## config.mk

```make
export PLATFORM = sky130hd
export DESIGN_NAME = uart_tx_arbiter
export DESIGN_NICKNAME = d
export VERILOG_FILES = /design/src/rtl/uart_tx_arbiter.sv
export SDC_FILE = /design/constraint.sdc
export NUM_CORES = 1
export LEC_CHECK = 0
export CAP_MARGIN = 0
export CORE_UTILIZATION = 43
export DETAILED_ROUTE_END_ITERATION = 8
export PLACE_DENSITY_LB_ADDON = 0.1
export SKIP_LAST_GASP = 1
export SYNTH_ARGS = -nofsm -noshare
export SYNTH_HDL_FRONTEND = slang
export SYNTH_SLANG_ARGS = --single-unit
```

## constraint.sdc

```tcl
create_clock -name clk1 -period 7.1 [get_ports clk1]
set_input_delay 1.42 -clock clk1 [delete_from_list [all_inputs] [get_ports clk1]]
set_output_delay 1.42 -clock clk1 [all_outputs]
set_load 0.01 [all_outputs]
```

## src/rtl/uart_tx_arbiter.sv

```systemverilog
// uart_tx_arbiter: shares the UART PHY transmit FIFO between NUM_REQ byte-stream requesters.
// Round-robin arbitration with credit-based flow control driven by the PHY tx_done pulse.
// Optional feature macro: UART_ARB_PKT_LOCK_EN
//   defined   - grant held for a whole packet, released by a transfer with req_last
//   undefined - every transfer releases the grant (byte-level interleaving, req_last ignored)
module uart_tx_arbiter #(
    parameter int unsigned NUM_REQ         = 4,
    parameter int unsigned UART_FIFO_WIDTH = 8,
    parameter int unsigned UART_FIFO_DEPTH = 8,
    parameter int unsigned CNT_W           = 4
) (
    input  logic                               clk1,
    input  logic                               rst,
    input  logic [NUM_REQ-1:0]                 req_valid,
    input  logic [NUM_REQ*UART_FIFO_WIDTH-1:0] req_data,
    input  logic [NUM_REQ-1:0]                 req_last,
    output logic [NUM_REQ-1:0]                 req_ready,
    input  logic                               tx_done,
    output logic                               wr_fifo_enable,
    output logic [UART_FIFO_WIDTH-1:0]         wr_fifo_data,
    output logic [NUM_REQ-1:0]                 grant,
    output logic                               busy,
    output logic [CNT_W-1:0]                   inflight_cnt
);

    localparam int unsigned PTR_W = (NUM_REQ > 1) ? $clog2(NUM_REQ) : 1;

    typedef enum logic [0:0] {
        StIdle,
        StLock
    } state_e;

    state_e                     r_state;
    state_e                     w_state_next;
    logic [NUM_REQ-1:0]         r_grant;
    logic [NUM_REQ-1:0]         w_grant_next;
    logic [PTR_W-1:0]           r_rr_ptr;
    logic [PTR_W-1:0]           w_rr_ptr_next;
    logic [CNT_W-1:0]           r_cnt;
    logic [CNT_W-1:0]           w_cnt_next;
    logic                       r_wr_en;
    logic                       w_wr_en_next;
    logic [UART_FIFO_WIDTH-1:0] r_wr_data;
    logic [UART_FIFO_WIDTH-1:0] w_wr_data_next;

    logic [NUM_REQ-1:0]         w_pick_oh;
    logic [PTR_W-1:0]           w_gidx;
    logic [UART_FIFO_WIDTH-1:0] w_xfer_data;
    logic                       w_credit_ok;
    logic                       w_xfer;
    logic                       w_release;
    logic                       w_done_eff;

    // Round-robin pick: first valid index at or above rr_ptr, else the lowest valid index.
    always_comb begin : pick
        int   v_lo;
        int   v_hi;
        int   v_sel;
        logic v_lo_found;
        logic v_hi_found;
        v_lo       = 0;
        v_hi       = 0;
        v_lo_found = 1'b0;
        v_hi_found = 1'b0;
        for (int i = NUM_REQ - 1; i >= 0; i--) begin
            if (req_valid[i]) begin
                v_lo       = i;
                v_lo_found = 1'b1;
                if (i >= int'(r_rr_ptr)) begin
                    v_hi       = i;
                    v_hi_found = 1'b1;
                end
            end
        end
        v_sel     = v_hi_found ? v_hi : v_lo;
        w_pick_oh = '0;
        for (int i = 0; i < NUM_REQ; i++) begin
            w_pick_oh[i] = v_lo_found && (i == v_sel);
        end
    end

    // Decode the owner index and select its byte.
    always_comb begin
        w_gidx      = '0;
        w_xfer_data = '0;
        for (int i = 0; i < NUM_REQ; i++) begin
            if (r_grant[i]) begin
                w_gidx      = PTR_W'(i);
                w_xfer_data = req_data[i*UART_FIFO_WIDTH +: UART_FIFO_WIDTH];
            end
        end
    end

    // No FIFO-full flag from the PHY, so readiness is gated purely on outstanding credits.
    assign w_credit_ok = (r_cnt < CNT_W'(UART_FIFO_DEPTH));
    assign req_ready   = ((r_state == StLock) && w_credit_ok) ? r_grant : '0;
    assign w_xfer      = |(req_valid & req_ready);

`ifdef UART_ARB_PKT_LOCK_EN
    assign w_release = |(req_valid & req_ready & req_last);
`else
    logic w_unused_last;
    assign w_unused_last = ^req_last;
    assign w_release     = w_xfer;
`endif

    // A tx_done with nothing in flight is spurious and must not underflow the counter.
    assign w_done_eff = tx_done && (r_cnt != '0);

    // Credit counter next state.
    always_comb begin
        w_cnt_next = r_cnt;
        if (w_xfer && !w_done_eff) begin
            w_cnt_next = r_cnt + CNT_W'(1);
        end else if (!w_xfer && w_done_eff) begin
            w_cnt_next = r_cnt - CNT_W'(1);
        end
    end

    // Arbitration FSM next state, grant and FIFO write staging.
    always_comb begin
        w_state_next   = r_state;
        w_grant_next   = r_grant;
        w_rr_ptr_next  = r_rr_ptr;
        w_wr_en_next   = w_xfer;
        w_wr_data_next = w_xfer ? w_xfer_data : r_wr_data;
        unique case (r_state)
            StIdle: begin
                if (|req_valid) begin
                    w_grant_next = w_pick_oh;
                    w_state_next = StLock;
                end
            end
            StLock: begin
                if (w_release) begin
                    w_grant_next  = '0;
                    w_rr_ptr_next = (w_gidx == PTR_W'(NUM_REQ - 1)) ? '0 : w_gidx + PTR_W'(1);
                    w_state_next  = StIdle;
                end
            end
            default: w_state_next = StIdle;
        endcase
    end

    // State registers.
    always_ff @(posedge clk1 or posedge rst) begin
        if (rst) begin
            r_state   <= StIdle;
            r_grant   <= '0;
            r_rr_ptr  <= '0;
            r_cnt     <= '0;
            r_wr_en   <= 1'b0;
            r_wr_data <= '0;
        end else begin
            r_state   <= w_state_next;
            r_grant   <= w_grant_next;
            r_rr_ptr  <= w_rr_ptr_next;
            r_cnt     <= w_cnt_next;
            r_wr_en   <= w_wr_en_next;
            r_wr_data <= w_wr_data_next;
        end
    end

    assign grant          = r_grant;
    assign inflight_cnt   = r_cnt;
    assign wr_fifo_enable = r_wr_en;
    assign wr_fifo_data   = r_wr_data;
    assign busy           = (|r_grant) || (r_cnt != '0);

endmodule
```

==> flow_metrics.env <==
# yosys + openroad results
export IMPL_final_cell_count_no_fill=222
export IMPL_syn_inst=136
export IMPL_rsz0062_at_grt="false"
export IMPL_cts_buffers=3
export IMPL_warning_count=30
export IMPL_vias_per_cell=5.68
export IMPL_p_comb_share_pct=57.3
export IMPL_drc=10
export IMPL_vdd_ir_drop_worst_uv=205
export IMPL_fin_tns_setup_ns=0
export IMPL_fp_row_count=19
export IMPL_timing_final_ws_setup_ns=2.91
export IMPL_ctsHtreeMaxLevel=1
export IMPL_seq_power_mw=0.228
export IMPL_status="finished, violations left"
export IMPL_violations="design-rule violations"
export IMPL_wl_met2_mm=1.74
export IMPL_core_um2=2810
export IMPL_layout_top_cell="clkdlybuf4s50_1"
export IMPL_skew_ns=0.0100
-- state kept, by name (all words and copies together) (netlist names) --
| name | count |
|---|---|
| grant | 4 |
| inflight_cnt | 4 |
| r_rr_ptr | 2 |
| r_state | 1 |
| wr_fifo_data | 8 |
| wr_fifo_enable | 1 |
-- worst paths after layout --
check / cells past startpoint / start / endpoint / slack (ns)
worst min register to register: 2 / wr_fifo_data[5] / wr_fifo_data[5] / 0.49
worst max register to register: 9 / grant[3] / inflight_cnt[3] / 3.90
max in group asynchronous: 2 / rst / wr_fifo_data[5] / 5.07
worst max-delay path: 10 / req_valid[3] / inflight_cnt[3] / 2.91
worst min-delay path: 2 / wr_fifo_data[5] / wr_fifo_data[5] / 0.49
min in group asynchronous: 2 / rst / inflight_cnt[1] / 1.54
-- synth_stat cells (2+ instances only) --
cell type   n
xnor2_1     2
nor2b_1    10
dfrtp_1    20
nor3_1      3
o211a_1     2
o31ai_1    15
nand3_1     6
o211ai_1    2
a22o_1      9
nand2_1    14
and2_1      5
a211oi_1    8
o21ai_0     3
clkbuf_1    4
nand2b_1    2
inv_1       3
buf_2       3
nor2_1      3
ha_1        3
-- worst max-delay path, delay by kind of cell --
family	cells	cell delay, ns
buffers and inverters	3	0.83
AND-OR/OR-AND	5	1.61
adder cells (fa/ha/maj)	2	0.52
-- cell families after synthesis --
group | Yosys count
DFF | 20
xor gates and xnor gates | 2
adders and majority gates | 4
buffers and inverters | 13
AOI/OAI and AO/OA | 47
and+or+nand+nor | 48
muxes | 2
-- final cells by class --
cell class,count,area (um^2)
clock buffer,3,22.5
clock inverter,1,30.0
fill,263,870
inverter,4,15.0
multi-input combinational,103,728
sequential,20,500
tap,31,38.8
timing repair buffer,60,601
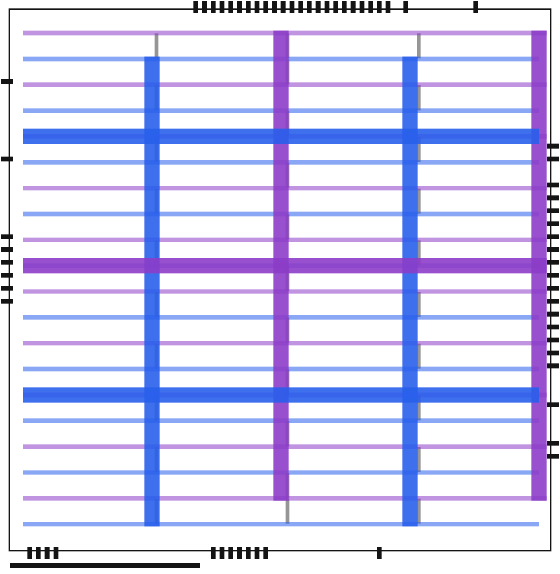
Figure 1: floorplan with the power grid.
The bar under the picture is 20 um long. Pins as bars on the die edge. Tap cells in grey.
| colour | net |
|---|---|
| blue | VSS |
| purple | VDD |
met4 straps: 4
rows: 19
met1 rails: 20
signal pins: 65
tap cells: 31

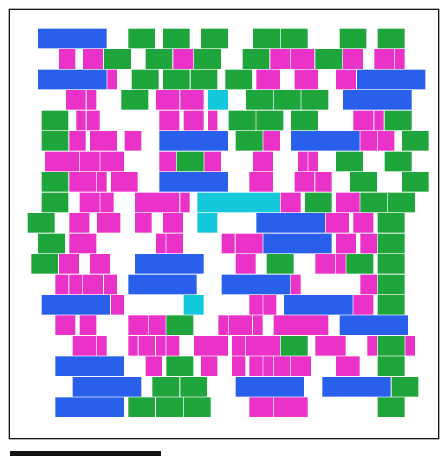
Figure 2: cell classes on the final placement.
The bar under the picture is 20 um long.
| colour | class | cells |
|---|---|---|
| cyan | clock drivers and dummy loads | 4 |
| blue | registers | 20 |
| green | remaining buffers and delay cells | 60 |
| magenta | remaining logic cells | 107 |

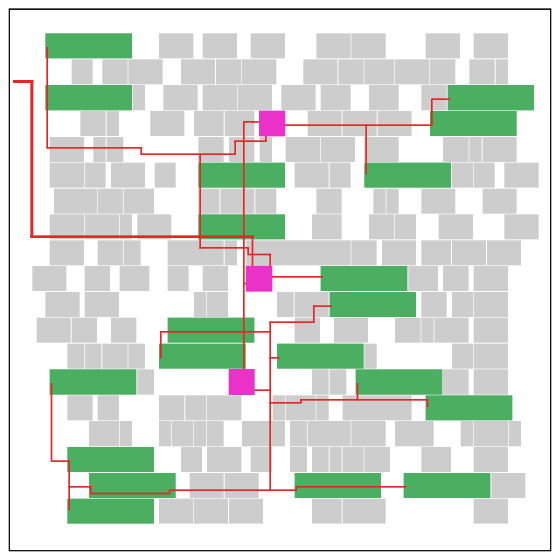
Figure 3: routed clock nets over the placement.
[red] clock wires | length: 281 um
[magenta] clock-net drivers | count: 3
[green] flip-flops | count: 20
flops lie: all over the die
routed clock nets: 4

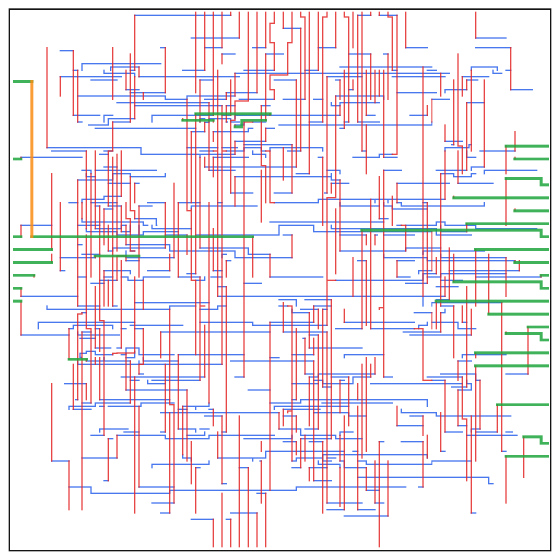
Figure 4: metal layers overlaid.
| colour | layer | wire length |
|---|---|---|
| blue | M1 | 1490 um |
| red | M2 | 1740 um |
| green | M3 | 190 um |
| orange | M4 | 16.3 um |

